--- src/rtl/mem_read_req.sv ---
`default_nettype none
// ============================================================================
// Module   : mem_read_req
// Brief    : Burst read requester for fixed-latency read-only memories. Issues
//            one credit-checked read per cycle and returns the responses in
//            order through a first-word-fall-through FIFO. Defining
//            MEM_READ_REQ_PERF_EN builds the issue-stall cycle counter.
// Revision : 1.0 - initial release
// ============================================================================
module mem_read_req #(
  parameter int MEM_LAT    = 2,
  parameter int FIFO_DEPTH = 8,
  parameter int CNT_BITS   = 16
) (
  input  logic                clk_in,
  input  logic                rst_in,
  input  logic                start,
  input  logic [31:0]         base_addr,
  input  logic [CNT_BITS-1:0] count,
  output logic                busy,
  output logic                done,
  output logic [31:0]         addr,
  output logic                addr_valid,
  input  logic [31:0]         mem_val_in,
  input  logic                mem_valid_in,
  output logic [31:0]         out_data,
  output logic                out_valid,
  output logic                out_last,
  input  logic                out_ready,
  output logic [31:0]         stall_cycles
);

  localparam int c_PTR_W = $clog2(FIFO_DEPTH);
  localparam int c_CNT_W = c_PTR_W + 1;
  localparam logic [c_CNT_W-1:0] c_DEPTH_CNT = c_CNT_W'(FIFO_DEPTH);
  localparam logic [c_CNT_W:0]   c_DEPTH_EXT = (c_CNT_W + 1)'(FIFO_DEPTH);

  if (MEM_LAT < 1 || FIFO_DEPTH < 2 || (FIFO_DEPTH & (FIFO_DEPTH - 1)) != 0) begin : g_param_check
    $error("mem_read_req: illegal MEM_LAT or FIFO_DEPTH");
  end

  typedef enum logic [1:0] {
    IDLE  = 2'd0,
    ISSUE = 2'd1,
    DRAIN = 2'd2
  } state_t;

  state_t                r_state;
  state_t                w_state_next;
  logic                  w_done_set;
  logic                  r_done;
  logic [31:0]           r_next_addr;
  logic [31:0]           r_addr_hold;
  logic [CNT_BITS-1:0]   r_remaining;
  logic [CNT_BITS-1:0]   r_count;
  logic [CNT_BITS-1:0]   r_ret_cnt;
  logic [c_CNT_W-1:0]    r_outstanding;
  logic [c_CNT_W-1:0]    r_fifo_cnt;
  logic [c_PTR_W-1:0]    r_wr_ptr;
  logic [c_PTR_W-1:0]    r_rd_ptr;
  logic [31:0]           r_fifo_data [FIFO_DEPTH];
  logic                  r_fifo_last [FIFO_DEPTH];

  logic                  w_credit;
  logic                  w_issue;
  logic                  w_push;
  logic                  w_pop;
  logic                  w_push_last;
  logic [c_CNT_W-1:0]    w_fifo_cnt_next;
  logic [c_CNT_W-1:0]    w_out_next;

  // In-flight reads plus buffered words may never exceed the FIFO capacity.
  assign w_credit    = ({1'b0, r_outstanding} + {1'b0, r_fifo_cnt}) < c_DEPTH_EXT;
  assign w_issue     = (r_state == ISSUE) && (r_remaining != '0) && w_credit;
  assign w_push      = mem_valid_in && (r_state != IDLE);
  assign w_pop       = out_valid && out_ready;
  assign w_push_last = (r_ret_cnt + CNT_BITS'(1)) == r_count;

  assign w_fifo_cnt_next = r_fifo_cnt + c_CNT_W'(w_push) - c_CNT_W'(w_pop);
  assign w_out_next      = r_outstanding + c_CNT_W'(w_issue) - c_CNT_W'(w_push);

  assign busy       = (r_state != IDLE);
  assign done       = r_done;
  assign addr_valid = w_issue;
  assign addr       = w_issue ? r_next_addr : r_addr_hold;
  assign out_valid  = (r_fifo_cnt != '0);
  assign out_data   = out_valid ? r_fifo_data[r_rd_ptr] : 32'd0;
  assign out_last   = out_valid && r_fifo_last[r_rd_ptr];

  always_comb begin
    w_state_next = r_state;
    w_done_set   = 1'b0;
    case (r_state)
      IDLE: begin
        if (start) begin
          w_state_next = (count == '0) ? DRAIN : ISSUE;
        end
      end
      ISSUE: begin
        if (w_issue && (r_remaining == CNT_BITS'(1))) begin
          w_state_next = DRAIN;
        end
      end
      DRAIN: begin
        // Look ahead so done lands in the cycle right after the final handshake.
        if ((w_out_next == '0) && (w_fifo_cnt_next == '0)) begin
          w_state_next = IDLE;
          w_done_set   = 1'b1;
        end
      end
      default: w_state_next = IDLE;
    endcase
  end

  always_ff @(posedge clk_in or negedge rst_in) begin
    if (!rst_in) begin
      r_state       <= IDLE;
      r_done        <= 1'b0;
      r_next_addr   <= '0;
      r_addr_hold   <= '0;
      r_remaining   <= '0;
      r_count       <= '0;
      r_ret_cnt     <= '0;
      r_outstanding <= '0;
      r_fifo_cnt    <= '0;
      r_wr_ptr      <= '0;
      r_rd_ptr      <= '0;
    end else begin
      r_state       <= w_state_next;
      r_done        <= w_done_set;
      r_outstanding <= w_out_next;
      r_fifo_cnt    <= w_fifo_cnt_next;
      if ((r_state == IDLE) && start) begin
        r_next_addr <= base_addr;
        r_remaining <= count;
        r_count     <= count;
        r_ret_cnt   <= '0;
      end
      if (w_issue) begin
        r_addr_hold <= r_next_addr;
        r_next_addr <= r_next_addr + 32'd1;
        r_remaining <= r_remaining - CNT_BITS'(1);
      end
      if (w_push) begin
        r_wr_ptr  <= r_wr_ptr + c_PTR_W'(1);
        r_ret_cnt <= r_ret_cnt + CNT_BITS'(1);
      end
      if (w_pop) begin
        r_rd_ptr <= r_rd_ptr + c_PTR_W'(1);
      end
    end
  end

  always_ff @(posedge clk_in) begin
    if (w_push) begin
      r_fifo_data[r_wr_ptr] <= mem_val_in;
      r_fifo_last[r_wr_ptr] <= w_push_last;
    end
  end

`ifdef MEM_READ_REQ_PERF_EN
  logic [31:0] r_stall_cnt;

  always_ff @(posedge clk_in or negedge rst_in) begin
    if (!rst_in) begin
      r_stall_cnt <= '0;
    end else if ((r_state == ISSUE) && (r_remaining != '0) && !w_credit &&
                 (r_stall_cnt != 32'hFFFF_FFFF)) begin
      r_stall_cnt <= r_stall_cnt + 32'd1;
    end
  end

  assign stall_cycles = r_stall_cnt;
`else
  assign stall_cycles = 32'd0;
`endif

`ifndef SYNTHESIS
  a_fifo_no_overflow: assert property (@(posedge clk_in) disable iff (!rst_in)
    !(w_push && !w_pop && (r_fifo_cnt == c_DEPTH_CNT)));
`endif

endmodule
`default_nettype wire
--- config.mk ---
export PLATFORM = sky130hd
export DESIGN_NAME = mem_read_req
export DESIGN_NICKNAME = d
export VERILOG_FILES = /design/src/rtl/mem_read_req.sv
export SDC_FILE = /design/constraint.sdc
export NUM_CORES = 1
export LEC_CHECK = 0
export ABC_CLOCK_PERIOD_IN_PS = 5400
export CORE_MARGIN = 1
export CORE_UTILIZATION = 40
export DETAILED_ROUTE_END_ITERATION = 6
export PLACE_DENSITY = 0.63
export SLEW_MARGIN = 20
export SYNTH_ARGS = -nofsm -noshare
export SYNTH_HDL_FRONTEND = slang
export SYNTH_SLANG_ARGS = --single-unit
--- constraint.sdc ---
create_clock -name clk_in -period 5.4 [get_ports clk_in]
set_input_delay 0.81 -clock clk_in [delete_from_list [all_inputs] [get_ports clk_in]]
set_output_delay 0.81 -clock clk_in [all_outputs]
set_load 0.1 [all_outputs]
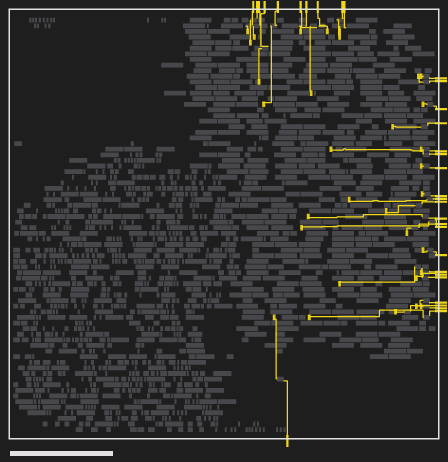
(I/O nets highlighted)
Bar = 50 microns.
Key: out_data = yellow [direction output, edge 21 east, 10 north, 1 south, end cells 32, buffers 32, wire 788 microns]
IO Count: 186
# port buffers: 153

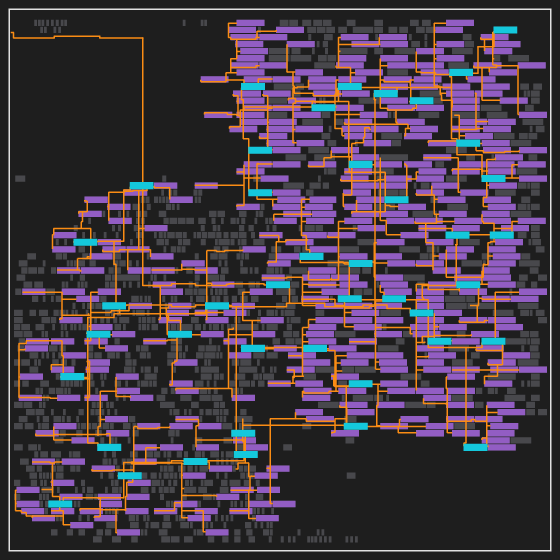
(routed clock nets over the placement)
Key: cells driving clock nets = cyan [count 42]; clock wires = orange [length 4,710 microns]; flip-flops = purple [count 393]
There are 43 routed clock nets.
clk_skew: 0.0125 ns
Latency at later pin: 0.56 ns

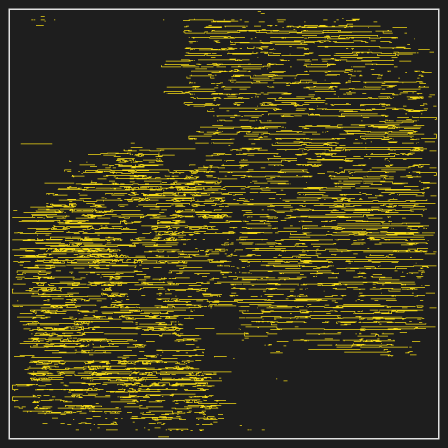
(M1 wires)
The layer carries 16,800 microns of wire. The longest straight run is 48.3 microns. 1,325 nets have wire on it.

==> impl_metrics.tcl <==
# yosys + openroad results
set metrics [dict create \
    outcome "finished clean" \
    cp-end-kind "output pin" \
    cp.depth 9 \
    endpoint "addr[2]" \
    finalClockPeriodUsage 0.820 \
    ys_sh_simple 0.106 \
    timing.fmax_mhz 226 \
    worstSetupPathType "reg -> out" \
    htreeDepth 2 \
    yosys_warnings 0 \
    cts_tree "done" \
    hold_viol_final 0 \
    topCellsByArea "edfxtp_1, dfrtp_1, mux4_2" \
    fp.dieH_microns 208 \
    firstDrtPassIters 5 \
    grt_overflow 0 \
    grt_pass1_vias 10600 \
    cp_top_family "buffers and inverters" \
    slowest_stage "or4b_1" \
    gp_congestion 0.797 \
]
## layer usage
metal  up-vias  global-route usage
li1       4809                   -
met1      5202               0.245
met2       291               0.274
met3        53              0.0290
met4         0              0.0564
met5         -                   0
## area by class of cell
type,instances,share of cell area
Sequential cell,393,0.547
Tap cell,532,0.0326
Multi-Input combinational cell,737,0.263
Timing Repair Buffer,175,0.0804
Clock inverter,20,0.0144
Clock buffer,57,0.0577
Inverter,27,0.00497
